**config.mk**
```make
export PLATFORM = sky130hd
export DESIGN_NAME = fetch_sequencer
export DESIGN_NICKNAME = d
export VERILOG_FILES = /design/src/rtl/fetch_sequencer_pkg.sv /design/src/rtl/fetch_wait_timer.sv /design/src/rtl/fetch_sequencer.sv
export SDC_FILE = /design/constraint.sdc
export NUM_CORES = 1
export LEC_CHECK = 0
export CORE_MARGIN = 2
export CORE_UTILIZATION = 45
export CTS_BUF_LIST = sky130_fd_sc_hd__clkbuf_4
export CTS_CLUSTER_SIZE = 24
export DETAILED_ROUTE_END_ITERATION = 6
export PLACE_DENSITY = 0.76
export SETUP_SLACK_MARGIN = 0.5
export SLEW_MARGIN = 30
export SYNTH_ARGS = -nofsm -noshare
export SYNTH_HDL_FRONTEND = slang
export SYNTH_SLANG_ARGS = --single-unit
export TNS_END_PERCENT = 100
```
**constraint.sdc**
```tcl
create_clock -name clk -period 1.5 [get_ports clk]
set_input_delay 0.225 -clock clk [delete_from_list [all_inputs] [get_ports clk]]
set_output_delay 0.225 -clock clk [all_outputs]
set_load 0.03 [all_outputs]
```
**src/rtl/fetch_sequencer_pkg.sv**
```systemverilog
// Shared constants for the fetch sequencer: next-PC select codes and FSM state encodings.
package fetch_sequencer_pkg;

    localparam logic [1:0] PC_SRC_INC    = 2'b00;
    localparam logic [1:0] PC_SRC_BRANCH = 2'b01;
    localparam logic [1:0] PC_SRC_ALU    = 2'b10;

    localparam logic [2:0] ST_IDLE   = 3'd0;
    localparam logic [2:0] ST_REQ    = 3'd1;
    localparam logic [2:0] ST_WAIT   = 3'd2;
    localparam logic [2:0] ST_ISSUE  = 3'd3;
    localparam logic [2:0] ST_HALTED = 3'd4;
    localparam logic [2:0] ST_ERROR  = 3'd5;

    function automatic logic [1:0] redirect_src(input logic valid, input logic kind);
        return valid ? (kind ? PC_SRC_ALU : PC_SRC_BRANCH) : PC_SRC_INC;
    endfunction

endpackage

```
**src/rtl/fetch_wait_timer.sv**
```systemverilog
// Memory-wait up-counter: cleared in REQ, counts WAIT cycles, flags the cycle that reaches the limit.
module fetch_wait_timer #(
    parameter int MEM_LATENCY_MAX = 15
) (
    input  logic clk,
    input  logic reset,
    input  logic clr,
    input  logic en,
    output logic done
);

    localparam int W = $clog2(MEM_LATENCY_MAX + 1);
    localparam logic [W-1:0] LAST = W'(MEM_LATENCY_MAX - 1);

    logic [W-1:0] count;

    always_ff @(posedge clk or negedge reset) begin
        if (!reset)
            count <= '0;
        else if (clr)
            count <= '0;
        else if (en)
            count <= count + W'(1);
    end

    // Asserted on the enabled cycle whose increment brings the count to MEM_LATENCY_MAX.
    assign done = en && (count == LAST);

endmodule

```
**src/rtl/fetch_sequencer.sv**
```systemverilog
// Fetch-stage control FSM: imem handshake, PC load/select, flush on redirect, retired-fetch count.
module fetch_sequencer
    import fetch_sequencer_pkg::*;
#(
    parameter int MEM_LATENCY_MAX = 15,
    parameter int CNT_WIDTH       = 32
) (
    input  logic                 clk,
    input  logic                 reset,
    input  logic                 start,
    input  logic                 stall,
    input  logic                 redirect_valid,
    input  logic                 redirect_kind,
    input  logic                 halt_req,
    input  logic                 imem_ready,
    output logic                 imem_req,
    output logic                 pc_we,
    output logic [1:0]           pc_src,
    output logic                 instr_valid,
    output logic                 flush,
    output logic                 busy,
    output logic                 timeout_err,
    output logic [CNT_WIDTH-1:0] fetch_count
);

    logic [2:0] state, state_nxt;
    logic       accept;
    logic       timer_done;

    fetch_wait_timer #(.MEM_LATENCY_MAX(MEM_LATENCY_MAX)) u_wait_timer (
        .clk   (clk),
        .reset (reset),
        .clr   (state == ST_REQ),
        .en    (state == ST_WAIT),
        .done  (timer_done)
    );

    assign accept      = (state == ST_ISSUE) && !stall;
    assign instr_valid = (state == ST_ISSUE);
    assign pc_we       = accept;
    assign pc_src      = accept ? redirect_src(redirect_valid, redirect_kind) : PC_SRC_INC;
    assign flush       = accept && redirect_valid;

    assign imem_req    = (state == ST_REQ) || (state == ST_WAIT);
    assign busy        = (state == ST_REQ) || (state == ST_WAIT) || (state == ST_ISSUE);
    assign timeout_err = (state == ST_ERROR);

    always_comb begin
        state_nxt = state;
        case (state)
            ST_IDLE:   if (start) state_nxt = ST_REQ;
            ST_REQ:    state_nxt = imem_ready ? ST_ISSUE : ST_WAIT;
            // A late ready still wins over the timeout in the same cycle.
            ST_WAIT:   if (imem_ready) state_nxt = ST_ISSUE;
                       else if (timer_done) state_nxt = ST_ERROR;
            ST_ISSUE:  if (accept) state_nxt = halt_req ? ST_HALTED : ST_REQ;
            ST_HALTED: if (start) state_nxt = ST_REQ;
            ST_ERROR:  state_nxt = ST_ERROR;
            default:   state_nxt = ST_IDLE;
        endcase
    end

    always_ff @(posedge clk or negedge reset) begin
        if (!reset) begin
            state       <= ST_IDLE;
            fetch_count <= '0;
        end else begin
            state <= state_nxt;
            if (accept)
                fetch_count <= fetch_count + CNT_WIDTH'(1);
        end
    end

endmodule

```
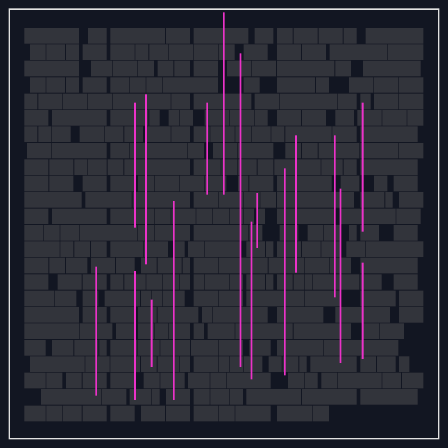
Figure 1: met4 routing.
Cells faint in the background.
The layer carries 413 µm of wire. The wires run mostly vertical. 16 nets have wire on it.

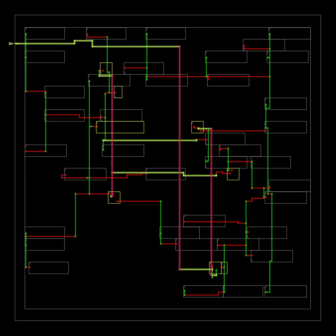
Figure 2: the clock network.
flip-flops: 39
power attributed to the clock group: 758 µW
layout clock buffer count: 5
number of buffers added by the clock tree synthesis step: 5
final clock skew: 23.1 ps

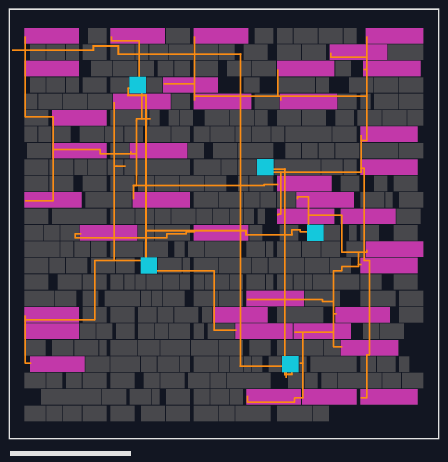
Figure 3: clock distribution.
Bar = 20 µm.
cells driving clock nets: marked cyan, count 5. flip-flops: marked magenta, count 39. clock wires: marked orange, length 662 µm.
There are 6 routed clock nets. Position of the flops: widely spread.

==> run summary <==
Physical design

The fraction of the yosys area taken by sequential cells stands at 0.484. Setup repair after global routing could not meet its margin everywhere. The average footprint of a synthesized cell stands at 10.6 µm². For reference, the critical path cell chain is buf_4, buf_6, and3b_2, buf_6, buf_6, buf_6. Of the total power, the share spent switching nets is 0.385. The power report puts the net switching power at 2.03 mW. The effective utilization at floorplan stands at 0.466. The detailed router used layers up to and including met4. All stages included, the depth of the critical timing path comes to 6. Counting flops per register, the top entry is fetch_count.

The number of cells traversed by the worst register-to-register path stands at 8. The commonest cells after synthesis are 39 x sky130_fd_sc_hd__dfrtp_1, 21 x sky130_fd_sc_hd__xnor2_1, 12 x sky130_fd_sc_hd__nand3_1, 12 x sky130_fd_sc_hd__nand4_1, 11 x sky130_fd_sc_hd__xor2_1. Counting stages on the worst path, the most repeated cell is sky130_fd_sc_hd__buf_6. The final reports fail on setup timing. In this run the critical register-to-register path is launched from state[2]. The reported leakage power stands at 1.94 nW. The synthesized design contains 0 enable-type register cells. CTS placed an instance of sky130_fd_sc_hd__clkbuf_4 at the clock tree root.

Internal power comes to 3.24 mW. By instance count, the leading cell after synthesis is sky130_fd_sc_hd__dfrtp_1. The final count of hold timing violations stands at 0. In the setup report, the worst path falls into the class reg2out. For this run, design rule violations remaining after detail routing come to 0.

Looking at the cell usage after synthesis, the top flip-flop cell is sky130_fd_sc_hd__dfrtp_1. The setup violation total in the final timing report stands at 42. The longest incremental delay of any stage on the critical path is reported as 430 ps. In the final layout, excluding clock inverters the inverter count is 7.

Looking at the group totals, the largest power group turns out to be combinational cells. Per the timing report, the biggest fanout along the worst path comes to 5. The cell-mix breakdown from Yosys lists the compound-gate area share as 0.0689. The insertion delay at the late pin of the worst-skew pair stands at 390 ps. The largest net degree at the start of global routing stands at 26. The number of buffers inserted to repair setup after CTS stands at 38. The post-layout net count stands at 345.

STA classifies the critical path startpoint as a flip-flop. The total number of H-tree levels stands at 2. met2 is the most crowded layer. The critical path's slowest stage uses the library cell sky130_fd_sc_hd__dfrtp_1. The growth of design area from synthesis to finish stands at 97.3%. The via density per instance stands at 5.81.

The transition time of the tightest slew-check pin stands at 362 ps. The synthesis report gives the async set-or-reset register share as 1.00. The global router's overall resource usage stands at 0.305. Per the final report, the share of cell area in clock cells is 0.0192. The period utilization stands at 1.26. The power dissipated in sequential cells stands at 1.32 mW. After layout, the worst setup slack is -384 ps. The post-detailed-route count of antenna-violating nets stands at 0.

The vertical die dimension stands at 70.9 µm. The placed instances occupy a cell area of 2990 µm². In the final timing run, aggregate negative setup slack is -9140 ps. The wire-length estimate of the detail-placed layout is 3.45 mm. The instance tally after logic synthesis stands at 190. The global routing met1 resource utilization stands at 0.365. The fraction of synthesized cell area taken by the top area cell type stands at 0.484. The flow ran to the end, but the final reports show violations.
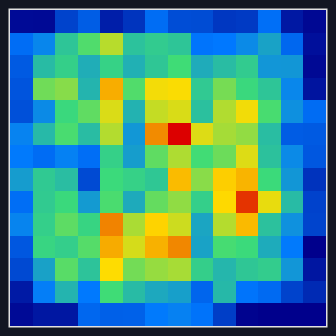
Figure 4: wiring heat map.
14 x 14 tiles, from dark blue (low) to red (high), scaled to the fullest tile. Values are wire area over tile area, all layers added.
4.1% of the tiles are nearly empty. 30% of the tiles are over half the peak. The densest ninth of the die: centre.

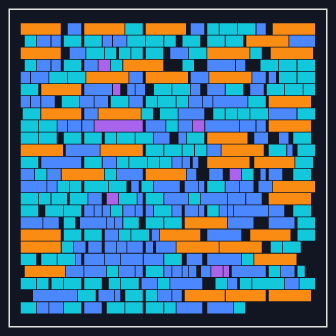
Figure 5: placement by cell class.
flops: marked orange, cells 39, share of their area 26%. all other logic: marked blue, cells 143, share of their area 35%. clock drivers and dummy loads: marked purple, cells 8, share of their area 2.0%. other buffers and delay cells: marked cyan, cells 145, share of their area 37%.

Power and IR drop assume default switching activity.
